[config.mk]
export PLATFORM = sky130hd
export DESIGN_NAME = pixel_compositor_flat
export DESIGN_NICKNAME = d
export VERILOG_FILES = /design/src/rtl/pixel_compositor_pkg.sv /design/src/rtl/pixel_compositor_if.sv /design/src/rtl/pixel_compositor_blink_timer.sv /design/src/rtl/pixel_compositor.sv /design/src/flat_wrapper.sv
export SDC_FILE = /design/constraint.sdc
export NUM_CORES = 1
export LEC_CHECK = 0
export CAP_MARGIN = 0
export CORE_ASPECT_RATIO = 1.4
export CORE_UTILIZATION = 65
export DETAILED_ROUTE_END_ITERATION = 8
export DONT_BUFFER_PORTS = 1
export PLACE_DENSITY = 0.84
export SYNTH_ARGS = -nofsm -noshare
export SYNTH_HDL_FRONTEND = slang
export SYNTH_SLANG_ARGS = --single-unit
[constraint.sdc]
create_clock -name clk -period 2.65 [get_ports clk]
set_input_delay 0.265 -clock clk [delete_from_list [all_inputs] [get_ports clk]]
set_output_delay 0.265 -clock clk [all_outputs]
set_load 0.1 [all_outputs]
[src/rtl/pixel_compositor_pkg.sv]
// Shared constants for the pixel compositor: game-state encodings,
// RGB332 field widths and the blanking colour.
package render_pkg;

    typedef enum logic [1:0] {
        GS_IDLE  = 2'b00,
        GS_PLAY  = 2'b01,
        GS_P1WIN = 2'b10,
        GS_P2WIN = 2'b11
    } game_state_t;

    localparam int R_W = 3;
    localparam int G_W = 3;
    localparam int B_W = 2;

    localparam logic [7:0] COLOR_BLACK = 8'h00;

endpackage

[src/rtl/pixel_compositor_if.sv]
// Video bus between sprite generators, compositor and VGA pins.
// Inputs: video_on/hsync_in/vsync_in, layer_on/rgb/en, bg_rgb.
// Outputs: rgb_out, R/G/B split, delayed hsync/vsync/de.
interface pixel_compositor_if #(
    parameter int NUM_LAYERS = 4,
    parameter int COLOR_W    = 8
);
    import render_pkg::*;

    logic                          video_on;
    logic                          hsync_in;
    logic                          vsync_in;
    logic [NUM_LAYERS-1:0]         layer_on;
    logic [NUM_LAYERS*COLOR_W-1:0] layer_rgb;
    logic [NUM_LAYERS-1:0]         layer_en;
    logic [COLOR_W-1:0]            bg_rgb;
    logic [COLOR_W-1:0]            rgb_out;
    logic [R_W-1:0]                R;
    logic [G_W-1:0]                G;
    logic [B_W-1:0]                B;
    logic                          hsync_out;
    logic                          vsync_out;
    logic                          de_out;

    modport master (
        output video_on, hsync_in, vsync_in,
        output layer_on, layer_rgb, layer_en, bg_rgb,
        input  rgb_out, R, G, B,
        input  hsync_out, vsync_out, de_out
    );

    modport slave (
        input  video_on, hsync_in, vsync_in,
        input  layer_on, layer_rgb, layer_en, bg_rgb,
        output rgb_out, R, G, B,
        output hsync_out, vsync_out, de_out
    );

endinterface

[src/rtl/pixel_compositor_blink_timer.sv]
// Winner-screen blink timer: counts tick pulses while enabled and
// toggles phase every BLINK_MS ticks. Ports: clk, reset, tick, clear, enable -> phase.
module blink_timer #(
    parameter int BLINK_MS = 500
) (
    input  logic clk,
    input  logic reset,
    input  logic tick,
    input  logic clear,
    input  logic enable,
    output logic phase
);

    localparam int CNT_W = (BLINK_MS > 1) ? $clog2(BLINK_MS) : 1;
    localparam logic [CNT_W-1:0] LAST = CNT_W'(BLINK_MS - 1);

    logic [CNT_W-1:0] count;

    // clear beats a coincident tick so a new state always starts visible
    always_ff @(posedge clk) begin
        if (!reset) begin
            count <= '0;
            phase <= 1'b1;
        end else if (clear || !enable) begin
            count <= '0;
            phase <= 1'b1;
        end else if (tick) begin
            if (count == LAST) begin
                count <= '0;
                phase <= ~phase;
            end else begin
                count <= count + 1'b1;
            end
        end
    end

endmodule

[src/rtl/pixel_compositor.sv]
// Two-stage sprite compositor: priority merge of layers, game-state mode
// select, blanking and sync/DE delay. Ports: clk, reset, tick_1ms, game_state, vid (slave).
module pixel_compositor
    import render_pkg::*;
#(
    parameter int NUM_LAYERS = 4,
    parameter int COLOR_W    = 8,
    parameter int BLINK_MS   = 500
) (
    input  logic                clk,
    input  logic                reset,
    input  logic                tick_1ms,
    input  logic [1:0]          game_state,
    pixel_compositor_if.slave   vid
);

    localparam int L1_IDX = (NUM_LAYERS < 2) ? 0 : 1;

    logic [NUM_LAYERS-1:0] hit;
    logic [COLOR_W-1:0]    chain [NUM_LAYERS+1];

    game_state_t        s1_state;
    logic               s1_de;
    logic               s1_hs;
    logic               s1_vs;
    logic               s1_any;
    logic [COLOR_W-1:0] s1_bg;
    logic [COLOR_W-1:0] s1_win;
    logic [COLOR_W-1:0] s1_l0;
    logic [COLOR_W-1:0] s1_l1;

    logic               phase;
    logic               state_chg;
    logic [COLOR_W-1:0] pix;

    assign hit = vid.layer_on & vid.layer_en;

    // lowest index wins: walk from the back so layer 0 overrides all
    assign chain[NUM_LAYERS] = vid.bg_rgb;
    for (genvar i = 0; i < NUM_LAYERS; i++) begin : g_prio
        assign chain[i] = hit[i] ?
            vid.layer_rgb[i*COLOR_W +: COLOR_W] : chain[i+1];
    end

    always_ff @(posedge clk) begin
        if (!reset) begin
            s1_state <= GS_IDLE;
            s1_de    <= 1'b0;
            s1_hs    <= 1'b1;
            s1_vs    <= 1'b1;
            s1_any   <= 1'b0;
            s1_bg    <= '0;
            s1_win   <= '0;
            s1_l0    <= '0;
            s1_l1    <= '0;
        end else begin
            s1_state <= game_state_t'(game_state);
            s1_de    <= vid.video_on;
            s1_hs    <= vid.hsync_in;
            s1_vs    <= vid.vsync_in;
            s1_any   <= |hit;
            s1_bg    <= vid.bg_rgb;
            s1_win   <= chain[0];
            s1_l0    <= vid.layer_rgb[0 +: COLOR_W];
            s1_l1    <= vid.layer_rgb[L1_IDX*COLOR_W +: COLOR_W];
        end
    end

    // timer updates alongside s1_state, so phase matches the state
    // the same pixel carries into stage 2
    assign state_chg = (game_state != s1_state);

    blink_timer #(
        .BLINK_MS (BLINK_MS)
    ) u_blink (
        .clk    (clk),
        .reset  (reset),
        .tick   (tick_1ms),
        .clear  (state_chg),
        .enable (game_state[1]),
        .phase  (phase)
    );

    always_comb begin
        pix = s1_bg;
        unique case (s1_state)
            GS_IDLE:  pix = s1_bg;
            GS_PLAY:  pix = s1_any ? s1_win : s1_bg;
            GS_P1WIN: pix = phase ? s1_l0 : s1_bg;
            GS_P2WIN: pix = phase ? s1_l1 : s1_bg;
        endcase
        if (!s1_de) pix = COLOR_W'(COLOR_BLACK);
    end

    always_ff @(posedge clk) begin
        if (!reset) begin
            vid.rgb_out   <= '0;
            vid.de_out    <= 1'b0;
            vid.hsync_out <= 1'b1;
            vid.vsync_out <= 1'b1;
        end else begin
            vid.rgb_out   <= pix;
            vid.de_out    <= s1_de;
            vid.hsync_out <= s1_hs;
            vid.vsync_out <= s1_vs;
        end
    end

    assign vid.R = vid.rgb_out[COLOR_W-1 -: R_W];
    assign vid.G = vid.rgb_out[B_W +: G_W];
    assign vid.B = vid.rgb_out[0 +: B_W];

endmodule
[src/flat_wrapper.sv]
// flat-port wrapper written by rule: the top's interface ports become plain ports
module pixel_compositor_flat import render_pkg::*;
#(
    parameter int NUM_LAYERS = 4,
    parameter int COLOR_W    = 8,
    parameter int BLINK_MS   = 500
)
  (clk, reset, tick_1ms, game_state, vid_video_on, vid_hsync_in, vid_vsync_in, vid_layer_on, vid_layer_rgb, vid_layer_en, vid_bg_rgb, vid_rgb_out, vid_R, vid_G, vid_B, vid_hsync_out, vid_vsync_out, vid_de_out);
  pixel_compositor_if #(.NUM_LAYERS(NUM_LAYERS), .COLOR_W(COLOR_W)) vid_i ();
  input  logic clk;
  input  logic reset;
  input  logic tick_1ms;
  input  logic [1:0] game_state;
  input wire logic [$bits(vid_i.video_on)-1:0] vid_video_on;
  input wire logic [$bits(vid_i.hsync_in)-1:0] vid_hsync_in;
  input wire logic [$bits(vid_i.vsync_in)-1:0] vid_vsync_in;
  input wire logic [$bits(vid_i.layer_on)-1:0] vid_layer_on;
  input wire logic [$bits(vid_i.layer_rgb)-1:0] vid_layer_rgb;
  input wire logic [$bits(vid_i.layer_en)-1:0] vid_layer_en;
  input wire logic [$bits(vid_i.bg_rgb)-1:0] vid_bg_rgb;
  output wire logic [$bits(vid_i.rgb_out)-1:0] vid_rgb_out;
  output wire logic [$bits(vid_i.R)-1:0] vid_R;
  output wire logic [$bits(vid_i.G)-1:0] vid_G;
  output wire logic [$bits(vid_i.B)-1:0] vid_B;
  output wire logic [$bits(vid_i.hsync_out)-1:0] vid_hsync_out;
  output wire logic [$bits(vid_i.vsync_out)-1:0] vid_vsync_out;
  output wire logic [$bits(vid_i.de_out)-1:0] vid_de_out;
  assign vid_i.video_on = vid_video_on;
  assign vid_i.hsync_in = vid_hsync_in;
  assign vid_i.vsync_in = vid_vsync_in;
  assign vid_i.layer_on = vid_layer_on;
  assign vid_i.layer_rgb = vid_layer_rgb;
  assign vid_i.layer_en = vid_layer_en;
  assign vid_i.bg_rgb = vid_bg_rgb;
  assign vid_rgb_out = vid_i.rgb_out;
  assign vid_R = vid_i.R;
  assign vid_G = vid_i.G;
  assign vid_B = vid_i.B;
  assign vid_hsync_out = vid_i.hsync_out;
  assign vid_vsync_out = vid_i.vsync_out;
  assign vid_de_out = vid_i.de_out;
  pixel_compositor #(.NUM_LAYERS(NUM_LAYERS), .COLOR_W(COLOR_W), .BLINK_MS(BLINK_MS)) u_core (.clk(clk), .reset(reset), .tick_1ms(tick_1ms), .game_state(game_state), .vid(vid_i));
endmodule
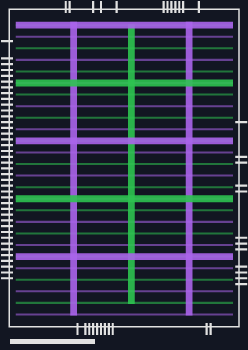
run_1/pdn.png
Scale bar: 20 microns. Pins as bars on the die edge.
VDD -> green
VSS -> purple
met4 straps = 3
met1 rails = 26
signal pins = 75
rows = 25
met5 straps = 5
die width: 53.6 microns
core area: 3470 sq um
worst ir drop on vdd: 435 uV

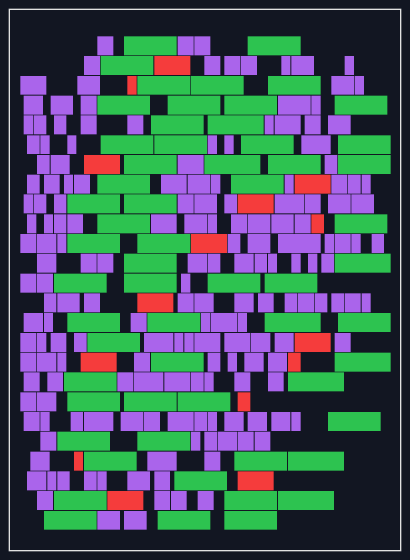
run_1/cell_classes.png
clock drivers and dummy loads -> red  # cells 15
all other logic -> purple  # cells 179
flip-flops -> green  # cells 59

==> run summary, run 1 <==
Results of an implementation run.

The flow ran to the end, and the final reports show no timing, DRC or antenna violations. TritonRoute output was used to compute an average wire per cell of 15.4 microns. The reg-to-reg endpoint is u_core.u_blink.count[6]. The class occupying the most area after layout is reported as sequential cells. In this run the maximum-capacitance check reported violations numbering 0.

The arrival time reported for the critical path endpoint is 1.32 ns. The sort of element at the start of the critical path is a register. The power dissipated in combinational cells is 102 uW. The post-synthesis share of cell area spent on and-or and or-and gates is 14.2%. Hold-check failures listed in the final report amount to 0. The fraction of area in clock buffers and inverters is 6.31%. For this run, the number of standard cells in the final layout without fillers is 293. The start of the worst register-to-register path is u_core.s1_state[0]. The master cell of the clock root buffer is sky130_fd_sc_hd__clkbuf_8. Across all checked pins, the minimum headroom to the slew limit is 32.9%. The row count is 25. The area share of the largest cell type after synthesis is 48.7%. Summing all non-filler instances in the final layout gives an area of 2540 sq um. The antenna diode count is 0.

The share of total power dissipated in sequential elements is 57.0%. Non-clock buffers in the final layout number 0. The number of logic gates is 175. The maximum fanout along the worst path is 2. In this run, post-CTS repair resized a total of 0 instances. The cell area after placement is 2380 sq um.

During placement, the flow inserted port buffers numbering 0. The first global-routing pass estimated 7180 microns of wire. The count of instantiated cells in the yosys netlist is 257. The critical path in this run is classified as reg -> out. The total negative setup slack is 0 ns. The total half-perimeter wirelength after legalization and detailed placement is 3360 microns. The chip occupies 3980 sq um. Yosys reports that the most numerous cell types are sky130_fd_sc_hd__dfxtp_1, sky130_fd_sc_hd__and2_1, sky130_fd_sc_hd__a211oi_1, sky130_fd_sc_hd__nor2_1, sky130_fd_sc_hd__nand2_1. The length of routed met3 wiring is 288 microns. The post-synth count of flops with an enable pin is 0. The clock tree from TritonCTS is yes.

Looking at the power breakdown, combinational cells take 5.7% of the total. The launch point of the critical path was reported as u_core.vid.rgb_out[0]. The dominant kind of combinational cell is simple AND/OR/NAND/NOR gates. The global placement routability congestion is 0.795. After detailed routing, the wire length on met1 is 1810 microns. The depth of the most critical reg-to-reg path is 4. The register area is 1190 sq um. met2 is the most crowded layer. Hold repair after CTS inserted 0 buffers. The core utilization at floorplan is 69.9%. The routed design uses 2360 microns of met2 wire. In the global route stage, met1 resource usage came out at 28.4%. The adder-cell share of the synthesized area is 0.516%.

The insertion delay at the late pin of the worst-skew pair is 0.32 ns. The clock net in this run drives a total of 59 sinks. Entering global routing, the biggest net connects 41 pins. The switching power is 441 uW. The flip-flop count of the largest register after layout is 9. The number of iterations in the first detailed-routing pass is 4.

Ranking logic cells in the layout by count gives the top entries sky130_fd_sc_hd__dfxtp_1, sky130_fd_sc_hd__and2_1, sky130_fd_sc_hd__nor2_1, sky130_fd_sc_hd__a211oi_1, sky130_fd_sc_hd__nand2_1. The most used flip-flop cell after synthesis is sky130_fd_sc_hd__dfxtp_1. The ratio of routed vias to standard cells is 6.05. The most used standard cell by instance count after synthesis is sky130_fd_sc_hd__dfxtp_1. The number of global-route vias before repair came to 1661. Of the total synthesized cell area, the portion taken by AND, OR, NAND and NOR gates is 23.0%. Of the total standard cell area in the layout, the multi-input combinational portion is 44.2%. The initial antenna violation count is 0. The worst min-delay path category is in -> reg.

In the final layout, the share of cells above drive strength 1 is 11.5%. Following the worst setup path forward leads to its endpoint at vid_B[0]. The area figure in the yosys stat output is 2430 sq um. The final timing summary puts the cycle share of the worst path at 59.9%. Logged for this run, the post-placement worst setup slack is 1.11 ns. The number of instances in the synthesized netlist is 257. The clock buffer count in the final layout is 12. The sum of routed wire length over all layers is 4520 microns.

The net total in the final layout is 306. The pin closest to its max-slew limit shows a slew of 1.01 ns. The maximum clock frequency is 630 MHz.

The design draws 1780 uW. Signal nets in the final route climb as high as met4. The cell-mix breakdown from Yosys lists the XOR/XNOR area share as 2.53%.

At the end of the flow the core is filled with cells to 73.1%. The number of nets in the synthesized netlist is 314. The total overflow reported by the global router is 0. For this block, the via count after detailed routing is 1773. Looking at the hold checks, the worst path lands on u_core.vid.hsync_out.

In this run the layout overhead on the synthesized area is reported as 4.64%. The worst setup path is captured at an output port. The fraction of area in non-clock buffers is 0%. Setup repair after global routing left no endpoint under its margin.

The count of H-tree levels built during CTS is 3. The logs give a warning total of 26.
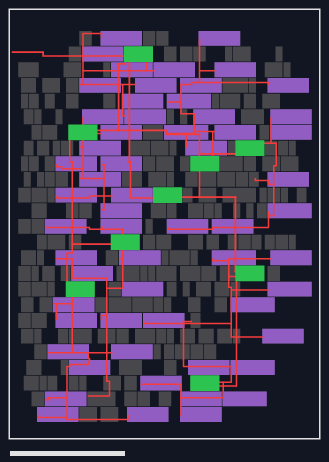
run_1/clock_map.png
Scale bar: 20 microns.
flip-flops -> purple  # count 59
cells driving clock nets -> green  # count 9
clock wires -> red  # length 627 microns
flops lie = widely spread
routed clock nets = 10
Layout Skew: 0.00622 ns
Clock Power: 663 uW

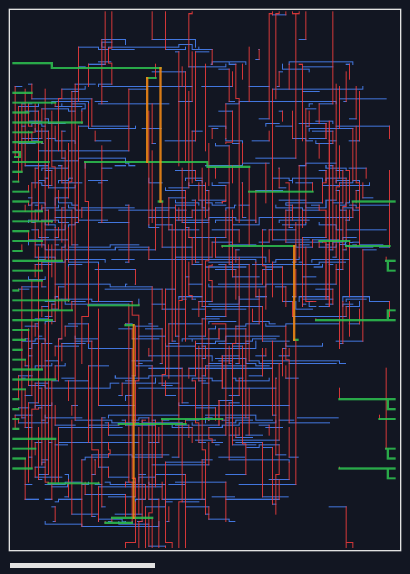
run_1/metal_stack.png
Scale bar: 20 microns.
met1 -> blue  # wire length 1810 microns
met3 -> green  # wire length 289 microns
met4 -> orange  # wire length 69.4 microns
met2 -> red  # wire length 2360 microns

run_1/final_clocks.png
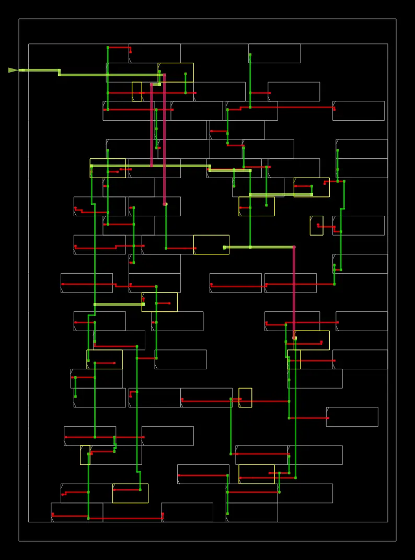

==> run 2, diff against run 1 <==
Settings changed: CORE_UTILIZATION 65 to 56, PLACE_DENSITY 0.84 to 0.77.
Clock period 2.65 ns to 1.35 ns, I/O delays scaled along.
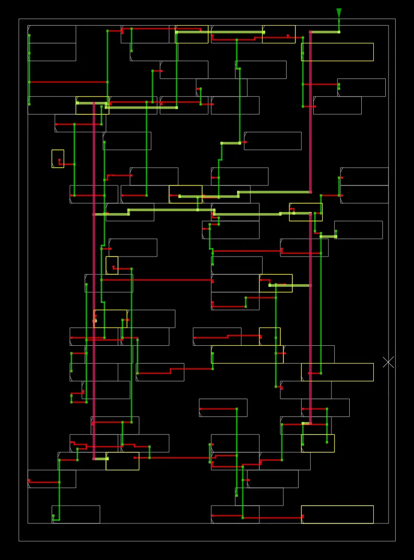
run_2/final_clocks.png
source-to-sink clock delay at the later pin of the worst-skew pair: 0.35 ns
number of buffers added by the clock tree synthesis step: 9

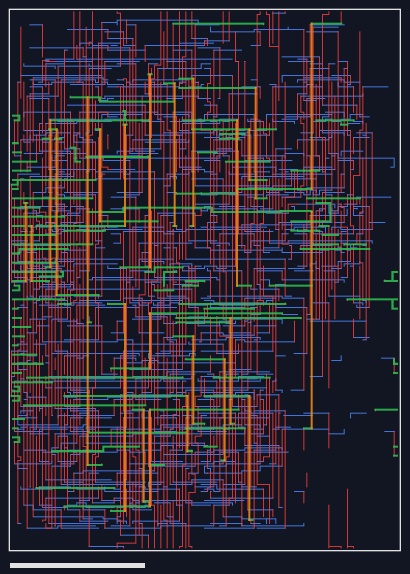
run_2/metal_stack.png
Scale bar: 20 microns.
met1 -> blue  # wire length 3010 microns
met2 -> red  # wire length 4440 microns
met3 -> green  # wire length 703 microns
met4 -> orange  # wire length 462 microns

==> run summary, run 2 <==
Results of an implementation run.

The number of I/O port buffers is 0 (unchanged). The pin count of the biggest net entering global routing came to 36 (-12%). Summed over all instances, the cell type with the most area after synthesis is sky130_fd_sc_hd__dfxtp_1. The first element of the critical path is u_core.u_blink.count[1]. The power dissipated in combinational cells is 587 uW (+480%). The area share of the largest cell type after synthesis was 48.7% (unchanged).

The total half-perimeter wirelength after legalization and detailed placement is 3460 microns (+2.9%). The most used routing layer in global routing is met2. The setup slack of the critical path after layout is -0.0444 ns.

The number of instances in the synthesized netlist is 257 (unchanged). The part of the power in registers was 40.2% (-17 points). The number of non-clock buffers in the layout is 90 (+90). The initial antenna violation count was 0 (unchanged). The core utilization at floorplan came to 57.7% (-12 points). The clock skew after layout is 0.0120 ns (+0.00579 ns).

The worst hold path endpoint is u_core.s1_win[0]. The script parses the final routing iteration and logs DRC violations as 1. The utilization after layout came to 87.5% (+14 points). The area added between synthesis and finish is 51.7%. The row count is 28 (+12%).

The transition time at the pin with the least slew margin came to 0.417 ns (-0.591 ns). The number of setup violations in the final report is 6. The stage delay of the slowest cell on the critical path is 0.38 ns.

The hold buffer count at CTS is 66 (+66). Grouping non-sequential cells by family puts the most area in simple AND/OR/NAND/NOR gates. CTS placed an instance of sky130_fd_sc_hd__clkbuf_8 at the clock tree root.

The number of nets produced by synthesis came to 314 (unchanged). The maximum fanout along the worst path came to 6 (+4). The detail-routed net length per standard cell is 22.1 microns (+44%). The fraction of area in clock buffers and inverters is 7.14% (+0.83 points).

The wire length of the first global-routing pass came to 12300 microns (+71%). The most used flip-flop cell after synthesis is sky130_fd_sc_hd__dfxtp_1. The total negative setup slack is -0.117 ns (-0.117 ns). The total overflow reported by the global router was 0 (unchanged). The post-synthesis share of cell area spent on and-or and or-and gates is 14.2% (unchanged). The count of cells resized by post-cts repair came to 7 (+7). The register area was 1200 sq um (+1.2%).

By instance count, the leading cell after synthesis is sky130_fd_sc_hd__dfxtp_1. The horizontal extent of the die is 57.6 microns (+7.4%). Per the cell usage report, the commonest logic cells after layout are sky130_fd_sc_hd__dlygate4sd3_1, sky130_fd_sc_hd__dfxtp_1, sky130_fd_sc_hd__and2_1, sky130_fd_sc_hd__nor2_1, sky130_fd_sc_hd__a211oi_1. The sum of routed wire length over all layers is 8610 microns (+91%). The total count of hold-check failures in the final report is 0 (unchanged). The worst min-delay path category is in -> reg. The number of clock sinks was 59 (unchanged).

The area figure in the yosys stat output is 2430 sq um (unchanged). The unique cell type count in the Yosys netlist is 34. The adder-cell share of the synthesized area was 0.516% (unchanged). The global placement routability congestion was 0.766 (-3.6%). The fraction of area in non-clock buffers came to 25.8% (+26 points). By count the netlist is led by sky130_fd_sc_hd__dfxtp_1, sky130_fd_sc_hd__and2_1, sky130_fd_sc_hd__a211oi_1, sky130_fd_sc_hd__nor2_1, sky130_fd_sc_hd__nand2_1. In the setup report, the worst path falls into the class reg -> reg. The clock buffer count in the final layout was 9 (-3). The start of the worst register-to-register path is u_core.u_blink.count[1]. The number of global-route vias before repair is 2487 (+50%). Among all stages on the critical path, the largest delay is contributed by sky130_fd_sc_hd__or3_4. The post-layout total power is 4660 uW (+160%). The net total in the final layout is 396 (+29%).

The run finished, with violations left. The final reports fail on DRC, setup timing. The count of instantiated cells in the yosys netlist came to 257 (unchanged).

The post-place setup slack was -0.0393 ns (-1.15 ns). The arrival time reported for the critical path endpoint came to 1.63 ns (+0.31 ns). The worst max-slew margin expressed relative to the limit was 72.1% (+39 points). Net switching is 24.7% of the power.

The antenna diode count was 0 (unchanged). The depth of the most critical reg-to-reg path is 5 (+1). The share of cell area taken by multi-input logic gates is 32.3% (-12 points). The chip area is 4600 sq um (+16%).

The final instance area was 3680 sq um (+45%). The final non-filler cell total is 389 (+33%). The highest metal layer used by the detailed router is met4. The share of total power in combinational logic is 12.6% (+6.9 points). The area of the core is 4200 sq um (+21%). The switching power is 1150 uW (+160%). The cell type taking the most area is sequential cells. The total number of warnings across the stage logs is 28 (+7.7%). The share of post-route cells with drive strength above 1 was 21.2% (+9.8 points). The xor and xnor area share after synthesis is 2.53% (unchanged). The simple-gate portion of the synthesized area is 23.0% (unchanged). The worst supply voltage drop on vdd is 1120 uV (+160%).

The number of DRC markers after the initial detailed-route iteration is 166. The count of placed standard cells including taps is 303. Setup repair after global routing could not meet its margin everywhere. The met1 routed wirelength after detailed routing is 3010 microns (+66%). The worst setup path is launched from a register. The flip-flop count of the largest register after layout is 9 (unchanged). The total length of routed met2 wires is 4440 microns (+89%).

The count of vias placed by the detailed router came to 2494 (+41%). The number of iterations in the first detailed-routing pass is 7 (+3). The number of maximum-capacitance constraint violations is 0 (unchanged).

The final clock period utilization by the worst path is 103%. The clock tree from TritonCTS is yes. The length of routed met3 wiring is 702 microns (+140%).

Timing would allow up to 717 MHz. The cell area after placement is 2640 sq um (+11%). The critical path endpoint is u_core.u_blink.count[3]. The worst setup path is captured at a register.
run_2/cell_classes.png
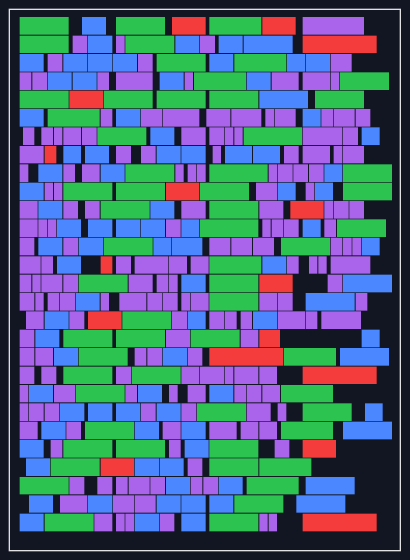

==> run 3, diff against run 2 <==
Settings changed: CORE_UTILIZATION 56 to 50, PLACE_DENSITY 0.77 to 0.71.
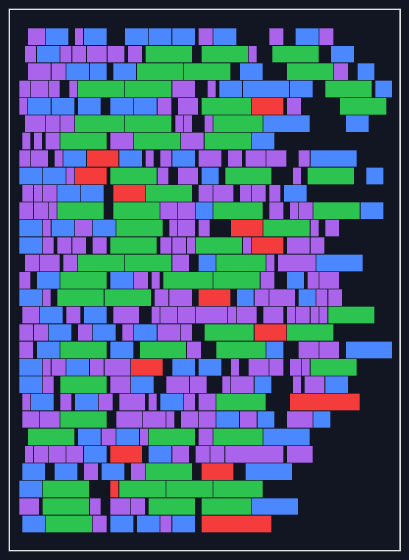
run_3/cell_classes.png
all other logic -> purple  # cells 179
flip-flops -> green  # cells 59
clock drivers and dummy loads -> red  # cells 14
other buffers and delay cells -> blue  # cells 89

==> run summary, run 3 <==
Results of an implementation run.

The number of maximum-capacitance constraint violations is 0 (unchanged). The utilization after layout was 78.1% (-9.4 points). The net total in the final layout is 395 (-0.25%). The final non-filler cell total is 403 (+3.6%). The switching power came to 936 uW (-19%). The row count is 29 (+3.6%).

The detail-routed net length per standard cell came to 17.8 microns (-19%). The number of global-route vias before repair is 2543 (+2.3%). The arrival time reported for the critical path endpoint was 1.51 ns (-0.12 ns). The fraction of area in non-clock buffers is 26.0% (+0.16 points). The worst slack on hold paths is 0.0168 ns. For reference, the top cells by count after synthesis are sky130_fd_sc_hd__dfxtp_1, sky130_fd_sc_hd__and2_1, sky130_fd_sc_hd__a211oi_1, sky130_fd_sc_hd__nor2_1, sky130_fd_sc_hd__nand2_1. The number of iterations in the first detailed-routing pass is 4 (-3).

The biggest slice of the area belongs to sequential cells. The total half-perimeter wirelength after legalization and detailed placement is 3390 microns (-1.9%). The most used flip-flop cell after synthesis is sky130_fd_sc_hd__dfxtp_1. The total overflow reported by the global router is 0 (unchanged). The share of total power in combinational logic is 13.4% (+0.8 points). The highest metal layer used by the detailed router is met4. Warnings reported by Yosys during synthesis add up to 0. The run finished with clean final reports. The pin count of the biggest net entering global routing is 40 (+11%).

The number of tap instances is 62. The flip-flop count of the largest register after layout was 9 (unchanged). The area used by multi-input combinational logic is 1160 sq um.

The worst setup path is captured at a register. The fraction of area in clock buffers and inverters is 5.98% (-1.2 points). The count of unresolved DRC violations after routing was 0 (-1). The total negative setup slack came to 0 ns (+0.117 ns). The global placement routability congestion was 0.813 (+6.1%). The tightest min-delay check is of the in -> reg type.

The critical path's slowest stage uses the library cell sky130_fd_sc_hd__or3_4. The register area is 1200 sq um (-0.73%). The area of the core was 4610 sq um (+9.6%). The power dissipated in combinational cells is 557 uW (-5.1%). The share of cell area taken by multi-input logic gates is 32.2% (-0.11 points).

The initial antenna violation count was 0 (unchanged). The cell area after placement is 2650 sq um (+0.52%). For this design the top-level I/O count stands at 75. The final clock period utilization by the worst path was 97.8% (-5.5 points). The area figure in the yosys stat output is 2430 sq um (unchanged). The sum of routed wire length over all layers is 7180 microns (-17%). The dominant kind of combinational cell is simple AND/OR/NAND/NOR gates. The number of flops mapped to enable cells by yosys is 0. The length of routed met3 wiring is 352 microns (-50%). Per the cell usage report, the commonest logic cells after layout are sky130_fd_sc_hd__dlygate4sd3_1, sky130_fd_sc_hd__dfxtp_1, sky130_fd_sc_hd__and2_1, sky130_fd_sc_hd__nor2_1, sky130_fd_sc_hd__a211oi_1. The horizontal extent of the die is 60.9 microns (+5.6%). The count of instantiated cells in the yosys netlist came to 257 (unchanged). The number of nets produced by synthesis is 314 (unchanged). The antenna diode count came to 0 (unchanged).

The proportion of cell area occupied by registers is 33.2%. The sort of element at the start of the critical path is a register. The clock tree from TritonCTS is yes.

The most used standard cell by instance count after synthesis is sky130_fd_sc_hd__dfxtp_1. The final instance area came to 3600 sq um (-2.2%). For the finished layout, the period the worst path requires is 1.32 ns.

The logic depth of the worst setup path including buffers is 5. The setup slack of the critical path after layout is 0.0297 ns (+0.0742 ns). The worst hold path endpoint is u_core.s1_win[3]. The stage delay of the slowest cell on the critical path is 0.37 ns (about the same). The number of non-clock buffers in the layout is 89 (-1.1%).

The number of DRC markers after the initial detailed-route iteration is 122 (-27%). The script computed a power per unit cell area of 1150 nW/um^2. The post-synthesis share of cell area spent on and-or and or-and gates came to 14.2% (unchanged).

Setup repair after global routing could not meet its margin everywhere. The core utilization at floorplan was 52.6% (-5.1 points). The maximum clock frequency is 757 MHz (+5.6%).

Per the GRT log, the top usage layer is met2. The count of cells resized by post-cts repair came to 6 (-1). The unique cell type count in the Yosys netlist was 34 (unchanged). The met1 routed wirelength after detailed routing is 2680 microns (-11%).

The total count of hold-check failures in the final report is 0 (unchanged). The switching part of the total power was 22.5% (-2.1 points). The part of the power in registers is 45.0% (+4.8 points). Per the synthesis report, the dominant area consumer among library cells is sky130_fd_sc_hd__dfxtp_1. The transition time at the pin with the least slew margin is 0.381 ns (-0.0359 ns). The master cell of the clock root buffer is sky130_fd_sc_hd__clkbuf_8. The worst max-slew margin expressed relative to the limit is 74.6% (+2.5 points). The worst supply voltage drop on vdd is 805 uV (-28%). The depth of the most critical reg-to-reg path is 5 (unchanged). The count of placed standard cells including taps came to 319 (+5.3%). The number of buffers created by CTS is 9 (unchanged). The number of instances in the synthesized netlist is 257 (unchanged).

The maximum fanout along the worst path is 4 (-2). The post-layout total power is 4150 uW (-11%). The xor and xnor area share after synthesis was 2.53% (unchanged). The total number of warnings across the stage logs was 27 (-3.6%). The critical path endpoint is u_core.u_blink.count[6]. The number of clock sinks is 59 (unchanged).

The hold buffer count at CTS is 67 (+1.5%). The insertion delay at the late pin of the worst-skew pair is 0.32 ns (-0.03 ns). The adder-cell share of the synthesized area is 0.516% (unchanged). The post-place setup slack came to -0.0864 ns (-0.0472 ns).

The start of the worst register-to-register path is u_core.u_blink.count[1]. The chip area is 5140 sq um (+12%). The clock network power is 1730 uW. Per the CTS log, the maximum H-tree level is 3. The simple-gate portion of the synthesized area came to 23.0% (unchanged). The wire length of the first global-routing pass is 11100 microns (-9.2%).

The count of vias placed by the detailed router is 2312 (-7.3%). The category of the critical setup timing path is reg -> reg. The number of setup violations in the final report was 0 (-6). The share of post-route cells with drive strength above 1 came to 17.9% (-3.3 points).

The total length of routed met2 wires is 3780 microns (-15%).
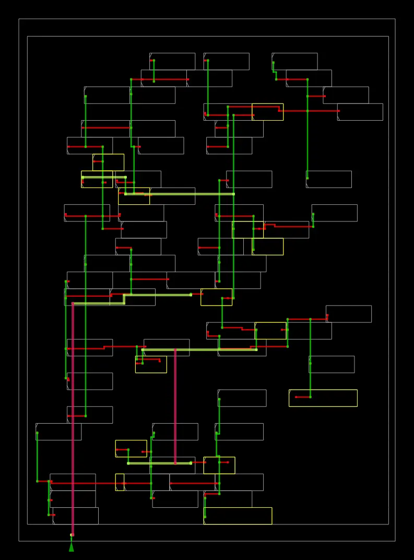
run_3/final_clocks.png
clock tree buffer count of the final layout: 12
Layout Skew: 0.00754 ns

Power is estimated from default activity; no workload was simulated.
